**config.mk**
```make
export PLATFORM = sky130hd
export DESIGN_NAME = mod_exp_engine
export DESIGN_NICKNAME = d
export VERILOG_FILES = /design/src/rtl/mod_exp_pkg.sv /design/src/rtl/mod_reduce.sv /design/src/rtl/mod_exp_engine.sv
export SDC_FILE = /design/constraint.sdc
export NUM_CORES = 1
export LEC_CHECK = 0
export ABC_AREA = 1
export CAP_MARGIN = 10
export CORE_MARGIN = 2
export CORE_UTILIZATION = 40
export DETAILED_ROUTE_END_ITERATION = 12
export PLACE_DENSITY = 0.67
export SLEW_MARGIN = 20
export SYNTH_ARGS = -nofsm -noshare
export SYNTH_HDL_FRONTEND = slang
export SYNTH_SLANG_ARGS = --single-unit
```
**constraint.sdc**
```tcl
create_clock -name clk_in -period 8.3 [get_ports clk_in]
set_clock_uncertainty 0.1 [all_clocks]
set_input_delay 1.66 -clock clk_in [delete_from_list [all_inputs] [get_ports clk_in]]
set_output_delay 1.66 -clock clk_in [all_outputs]
set_load 0.05 [all_outputs]
```
**src/rtl/mod_exp_pkg.sv**
```systemverilog
// Shared types and helpers for the modular exponentiation engine and its reducer.
// The latency helpers are also used by verification to predict completion time.
package mod_exp_pkg;

    typedef enum logic [2:0] {
        IDLE,
        REDUCE_BASE,
        MULTIPLY,
        SQUARE,
        DONE
    } state_t;

    // Cycles spent in each state that issues a reduction: 1 issue + 2*width+1 in the reducer.
    function automatic int red_cycles(input int width);
        return 2 * width + 2;
    endfunction

    function automatic int popcount(input logic [63:0] v);
        int n;
        n = 0;
        for (int i = 0; i < 64; i++) n += int'(v[i]);
        return n;
    endfunction

    function automatic int msb_index(input logic [63:0] v);
        int idx;
        idx = 0;
        for (int i = 0; i < 64; i++) if (v[i]) idx = i;
        return idx;
    endfunction

    // Accept edge to the sample point at which valid_out is seen high.
    function automatic int latency_cycles(input int width, input logic [63:0] exponent);
        return (1 + popcount(exponent) + msb_index(exponent)) * red_cycles(width) + 1;
    endfunction

endpackage

```
**src/rtl/mod_reduce.sv**
```systemverilog
// Restoring shift-subtract reducer: remainder of a 2*WIDTH dividend by a WIDTH modulus.
// One dividend bit per cycle, so valid_out rises exactly 2*WIDTH cycles after accept.
module mod_reduce
    import mod_exp_pkg::*;
#(
    parameter int WIDTH = 8
) (
    input  logic                 clk_in,
    input  logic                 rst_in,
    input  logic                 ready_in,
    input  logic [2*WIDTH-1:0]   dividend_in,
    input  logic [WIDTH-1:0]     modulus_in,
    output logic [WIDTH-1:0]     remainder_out,
    output logic                 busy_out,
    output logic                 valid_out
);

    localparam int ITERS = red_cycles(WIDTH) - 2;
    localparam int CNT_W = $clog2(ITERS + 1);

    logic [2*WIDTH-1:0] dvd_q;
    logic [WIDTH-1:0]   mod_q;
    logic [WIDTH-1:0]   rem_q;
    logic [CNT_W-1:0]   cnt_q;
    logic [WIDTH:0]     shifted;
    logic [WIDTH-1:0]   rem_next;

    // The partial remainder stays below the modulus, so after subtraction it fits WIDTH bits.
    always_comb begin
        shifted  = {rem_q, dvd_q[2*WIDTH-1]};
        rem_next = shifted[WIDTH-1:0];
        if (shifted >= {1'b0, mod_q}) rem_next = WIDTH'(shifted - {1'b0, mod_q});
    end

    // NOTE: sequential state uses non-blocking assignments so every register samples pre-edge values.
    always_ff @(posedge clk_in) begin
        if (rst_in) begin
            dvd_q     <= '0;
            mod_q     <= '0;
            rem_q     <= '0;
            cnt_q     <= '0;
            busy_out  <= 1'b0;
            valid_out <= 1'b0;
        end else begin
            valid_out <= 1'b0;
            if (!busy_out && ready_in) begin
                dvd_q    <= dividend_in;
                mod_q    <= modulus_in;
                rem_q    <= '0;
                cnt_q    <= '0;
                busy_out <= 1'b1;
            end else if (busy_out) begin
                rem_q <= rem_next;
                dvd_q <= dvd_q << 1;
                cnt_q <= cnt_q + 1'b1;
                if (cnt_q == CNT_W'(ITERS - 1)) begin
                    busy_out  <= 1'b0;
                    valid_out <= 1'b1;
                end
            end
        end
    end

    assign remainder_out = rem_q;

endmodule

```
**src/rtl/mod_exp_engine.sv**
```systemverilog
// Right-to-left square-and-multiply modular exponentiation; every product is reduced
// immediately by mod_reduce so operands never exceed 2*WIDTH bits.
module mod_exp_engine
    import mod_exp_pkg::*;
#(
    parameter int WIDTH     = 8,
    parameter int EXP_WIDTH = 8
) (
    input  logic                 clk_in,
    input  logic                 rst_in,
    input  logic                 ready_in,
    input  logic [WIDTH-1:0]     base_in,
    input  logic [EXP_WIDTH-1:0] exponent_in,
    input  logic [WIDTH-1:0]     modulus_in,
    output logic [WIDTH-1:0]     result_out,
    output logic                 busy_out,
    output logic                 valid_out,
    output logic                 error_out
);

    state_t               state_q;
    logic [WIDTH-1:0]     acc_q, b_q, m_q;
    logic [EXP_WIDTH-1:0] e_q, e_shr;
    logic                 issued_q;

    logic                 accept;
    logic                 red_start, red_busy, red_valid;
    logic [2*WIDTH-1:0]   red_dividend;
    logic [WIDTH-1:0]     red_modulus, red_rem;

    assign accept = ready_in && !busy_out;
    assign e_shr  = e_q >> 1;

    // Base reduction is issued straight from the inputs in the accept cycle.
    always_comb begin
        red_start    = 1'b0;
        red_dividend = '0;
        red_modulus  = m_q;
        case (state_q)
            IDLE: begin
                red_start    = accept && (modulus_in != '0);
                red_dividend = {{WIDTH{1'b0}}, base_in};
                red_modulus  = modulus_in;
            end
            MULTIPLY: begin
                red_start    = !issued_q;
                red_dividend = {{WIDTH{1'b0}}, acc_q} * {{WIDTH{1'b0}}, b_q};
            end
            SQUARE: begin
                red_start    = !issued_q;
                red_dividend = {{WIDTH{1'b0}}, b_q} * {{WIDTH{1'b0}}, b_q};
            end
            default: ;
        endcase
    end

    mod_reduce #(.WIDTH(WIDTH)) u_reduce (
        .clk_in        (clk_in),
        .rst_in        (rst_in),
        .ready_in      (red_start),
        .dividend_in   (red_dividend),
        .modulus_in    (red_modulus),
        .remainder_out (red_rem),
        .busy_out      (red_busy),
        .valid_out     (red_valid)
    );

    always_ff @(posedge clk_in) begin
        if (rst_in) begin
            state_q    <= IDLE;
            acc_q      <= '0;
            b_q        <= '0;
            m_q        <= '0;
            e_q        <= '0;
            issued_q   <= 1'b0;
            result_out <= '0;
            busy_out   <= 1'b0;
            valid_out  <= 1'b0;
            error_out  <= 1'b0;
        end else begin
            valid_out <= 1'b0;
            case (state_q)
                IDLE: if (accept) begin
                    busy_out  <= 1'b1;
                    m_q       <= modulus_in;
                    e_q       <= exponent_in;
                    acc_q     <= WIDTH'(1);
                    issued_q  <= 1'b0;
                    error_out <= (modulus_in == '0);
                    state_q   <= (modulus_in == '0) ? DONE : REDUCE_BASE;
                end
                REDUCE_BASE: if (red_valid) begin
                    b_q <= red_rem;
                    if (e_q[0])             state_q <= MULTIPLY;
                    else if (e_shr != '0)   state_q <= SQUARE;
                    else                    state_q <= DONE;
                end
                MULTIPLY: begin
                    issued_q <= !red_valid && (issued_q || !red_busy);
                    if (red_valid) begin
                        acc_q   <= red_rem;
                        state_q <= (e_shr != '0) ? SQUARE : DONE;
                    end
                end
                SQUARE: begin
                    issued_q <= !red_valid && (issued_q || !red_busy);
                    if (red_valid) begin
                        b_q <= red_rem;
                        e_q <= e_shr;
                        if (e_shr[0])               state_q <= MULTIPLY;
                        else if ((e_shr >> 1) != '0) state_q <= SQUARE;
                        else                        state_q <= DONE;
                    end
                end
                DONE: begin
                    // acc is already reduced except for the untouched initial 1 when m == 1.
                    result_out <= (error_out || m_q == WIDTH'(1)) ? '0 : acc_q;
                    valid_out  <= 1'b1;
                    busy_out   <= 1'b0;
                    state_q    <= IDLE;
                end
                default: state_q <= IDLE;
            endcase
        end
    end

endmodule

```
Figure 1. Signal wires by layer.
(2 px per µm)
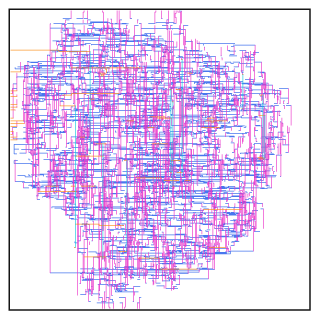
color	layer	wire length
magenta	met2	9910 µm
orange	met3	418 µm
cyan	met4	435 µm
blue	met1	9630 µm
all-layer global routing usage: 19.3%
wirelength, routed: 20.4 mm

Figure 2. I/O pins on the die edge.
(2 px per µm) Pins as bars across the die edge, other pins in gray.
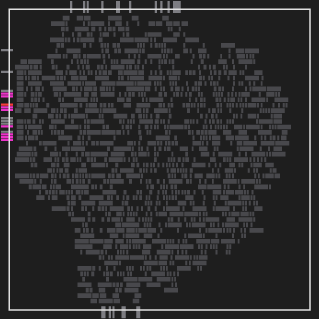
color	port	pins	direction	edge
magenta	modulus_in	8	input	left
red	rst_in	1	input	left
die x size: 150 µm
Die Span Y: 150 µm
PortBufs: 37

metrics by stage:
stage                     hold WS [ns]  utilization [%]  cell area (µm²)
after floorplan                  0.333                -             8480
after global placement           0.345             43.0             8990
after detailed placement         0.351             43.0             8990
after CTS                        0.362             44.3             9260
after global routing             0.379             44.3             9260
final                            0.357             44.3             9260
kinds of logic after synthesis:
family                     synth area share (%)
buffers and inverters                      15.1
and+or+nand+nor                            26.6
xor gates and xnor gates                   1.55
adders and majority gates                  25.8
AOI/OAI and AO/OA                          10.7
DFF                                        20.3
flip-flops by register name (all words and copies together) (netlist names):
signal,count
b_q,8
result_out,8
e_q,8
valid_out,1
u_reduce.mod_q,8
state_q,3
u_reduce.cnt_q,5
issued_q,1
u_reduce.remainder_out,8
busy_out,1
error_out,1
m_q,8
u_reduce.dvd_q,16
acc_q,8
u_reduce.busy_out,1
u_reduce.valid_out,1
cell type report:
type,instances,share of cell area (%)
Clock buffer,10,2.47
Tap cell,275,3.71
Clock inverter,6,0.486
Inverter,279,11.4
Timing Repair Buffer,40,4.24
Multi-Input combinational cell,852,59.1
Sequential cell,86,18.6
worst min-delay path: cells and delay by family (launching register included):
kind | cells | cell delay, ns
flip-flops | 1 | 0.30
AND-OR/OR-AND | 1 | 0.05
buffers and inverters | 1 | 0.06
layer usage:
metal  vias up  part of all wire, %  GRT usage (%)
met3        23                  2.0           1.86
li1       3904                    -              -
met4         0                  2.1           5.43
met5         -                    0              0
met1      3526                   47           25.3
met2       107                   49           33.8
report_power, final:
group	total [µW]	switching, µW	internal [µW]	leakage (µW)
Clock	382	177	205	0.000126
Sequential	640	129	512	0.000702
Combinational	897	581	316	0.00444
==> Implementation_results.wiki <==
== Metrics ==
{| class="wikitable"
! Metric !! Value
|-
| Buffers plus inverters on the worst setup path || 5
|-
| Total power density per cell area || 207 nW/µm²
|-
| Yosys stat cell total || 1267
|-
| Hold Path End || u_reduce.mod_q[2]
|-
| Period Utilization, post-route || 56.8%
|-
| Headroom to the max-slew limit || 30.5%
|-
| Average detailed-routed wire length per instance || 13.2 µm
|-
| Cell area after technology mapping || 8480 µm²
|-
| First-pass GRT wire length || 34.9 mm
|-
| Cell type group with the largest total delay on the critical path || adder cells
|-
| Critical path required time || 8.42 ns
|-
| Maximum achievable frequency || 0.212 GHz
|-
| Count of library flops with an enable pin || 0
|-
| WS Path Type || flip-flop to flip-flop
|-
| Endpoint of the lowest-slack register-to-register path || u_reduce.dvd_q[11]
|-
| Cell type contributing the most total cell area after synthesis || sky130_fd_sc_hd__dfxtp_1
|-
| Number of antenna diodes || 0
|-
| Share of post-route cells with drive strength above 1 || 2.75%
|-
| Fillers || 2210
|-
| Most frequent logic cell in the layout || sky130_fd_sc_hd__nand2_1
|-
| Number of H-tree levels || 3
|-
| Number of design rule violations left after detail routing || 0
|-
| Clock slew at reported path FFs || 0.07 ns
|-
| Stages on worst setup path || 19
|-
| Initial antenna violation count || 0
|-
| Class of the most critical hold timing path || flip-flop to flip-flop
|-
| Slowest cell on the critical path || sky130_fd_sc_hd__dfxtp_1
|-
| Commonest cells in the synthesized netlist || 348 x sky130_fd_sc_hd__nand2_1, 274 x sky130_fd_sc_hd__inv_1, 86 x sky130_fd_sc_hd__dfxtp_1
|-
| Pleak || 0.00526 µW
|-
| Async SR Flop Fraction || 0%
|-
| Final Max Slew Viols || 0
|-
| Dominant flop cell || sky130_fd_sc_hd__dfxtp_1
|-
| Setup slack of the worst register-to-register path || 3.58 ns
|-
| Maximum VDD drop || 0.260 mV
|-
| Area enclosed by the die boundary || 22400 µm²
|-
| Iteration count of the initial detailed-routing pass || 5
|-
| HPWL Detailed || 15.7 mm
|-
| Kind of end point of the critical path || flip-flop
|-
| Max Cap Viol || 0
|-
| Worst stage delay on the critical path || 0.89 ns
|-
| Detail Route Antenna Nets || 0
|-
| Yosys stat area || 8480 µm²
|-
| Pre-placement core utilization || 40.6%
|-
| Critical path cell sequence || nand2_1 > fa_1 > inv_1 > fa_1 > fa_1 > inv_1 > fa_1 > inv_1 > ha_1 > nand2_1 > inv_1 > nand2_1 > nand2_1 > inv_1 > nand3b_1 > nand3_1 > o21ai_0 > a21oi_1 > nor2_1
|-
| Total setup violations reported at the end of the flow || 0
|-
| Total I/O pin count || 38
|-
| Maximum number of pins on one net before global-route repair || 34
|-
| Worst path most repeated cell || sky130_fd_sc_hd__inv_1
|-
| Max Root-Sink Buffers || 2
|-
| Cells after Synth || 1267
|-
| Startpoint of the most critical setup path || b_q[5]
|-
| Total vias in the final route || 7560
|-
| Combinational gate area || 5480 µm²
|-
| Seq/Total Area, Yosys || 20.3%
|-
| Clock tree sinks || 86
|-
| Layout Area Growth over Synthesis || 9.24%
|-
| Total of warnings raised by yosys || 0
|-
| Final WS setup || 3.58 ns
|-
| Nets at Floorplan || 1432
|-
| CP max FO || 19
|-
| DRT iter0 DRCs || 473
|-
| Worst-Skew Late Latency || 0.34 ns
|-
| CTS tree || built
|-
| Post-Layout Cell Count || 1548
|-
| Most frequent cells in the layout || 348 x sky130_fd_sc_hd__nand2_1, 274 x sky130_fd_sc_hd__inv_1, 86 x sky130_fd_sc_hd__dfxtp_1
|-
| Core Area || 20900 µm²
|-
| Result of the run || finished, final reports clean
|-
| Endpoint of the worst setup timing path || u_reduce.dvd_q[11]
|-
| Total power consumption of the routed design || 1920 µW
|-
| Leftover overflow at the end of global routing || 0
|-
| Main area contributors || sky130_fd_sc_hd__dfxtp_1 20%, sky130_fd_sc_hd__nand2_1 15%, sky130_fd_sc_hd__fa_1 15%, sky130_fd_sc_hd__inv_1 12%, sky130_fd_sc_hd__ha_1 11%
|}
No activity file was given, so power comes from the tool's default toggle rates.
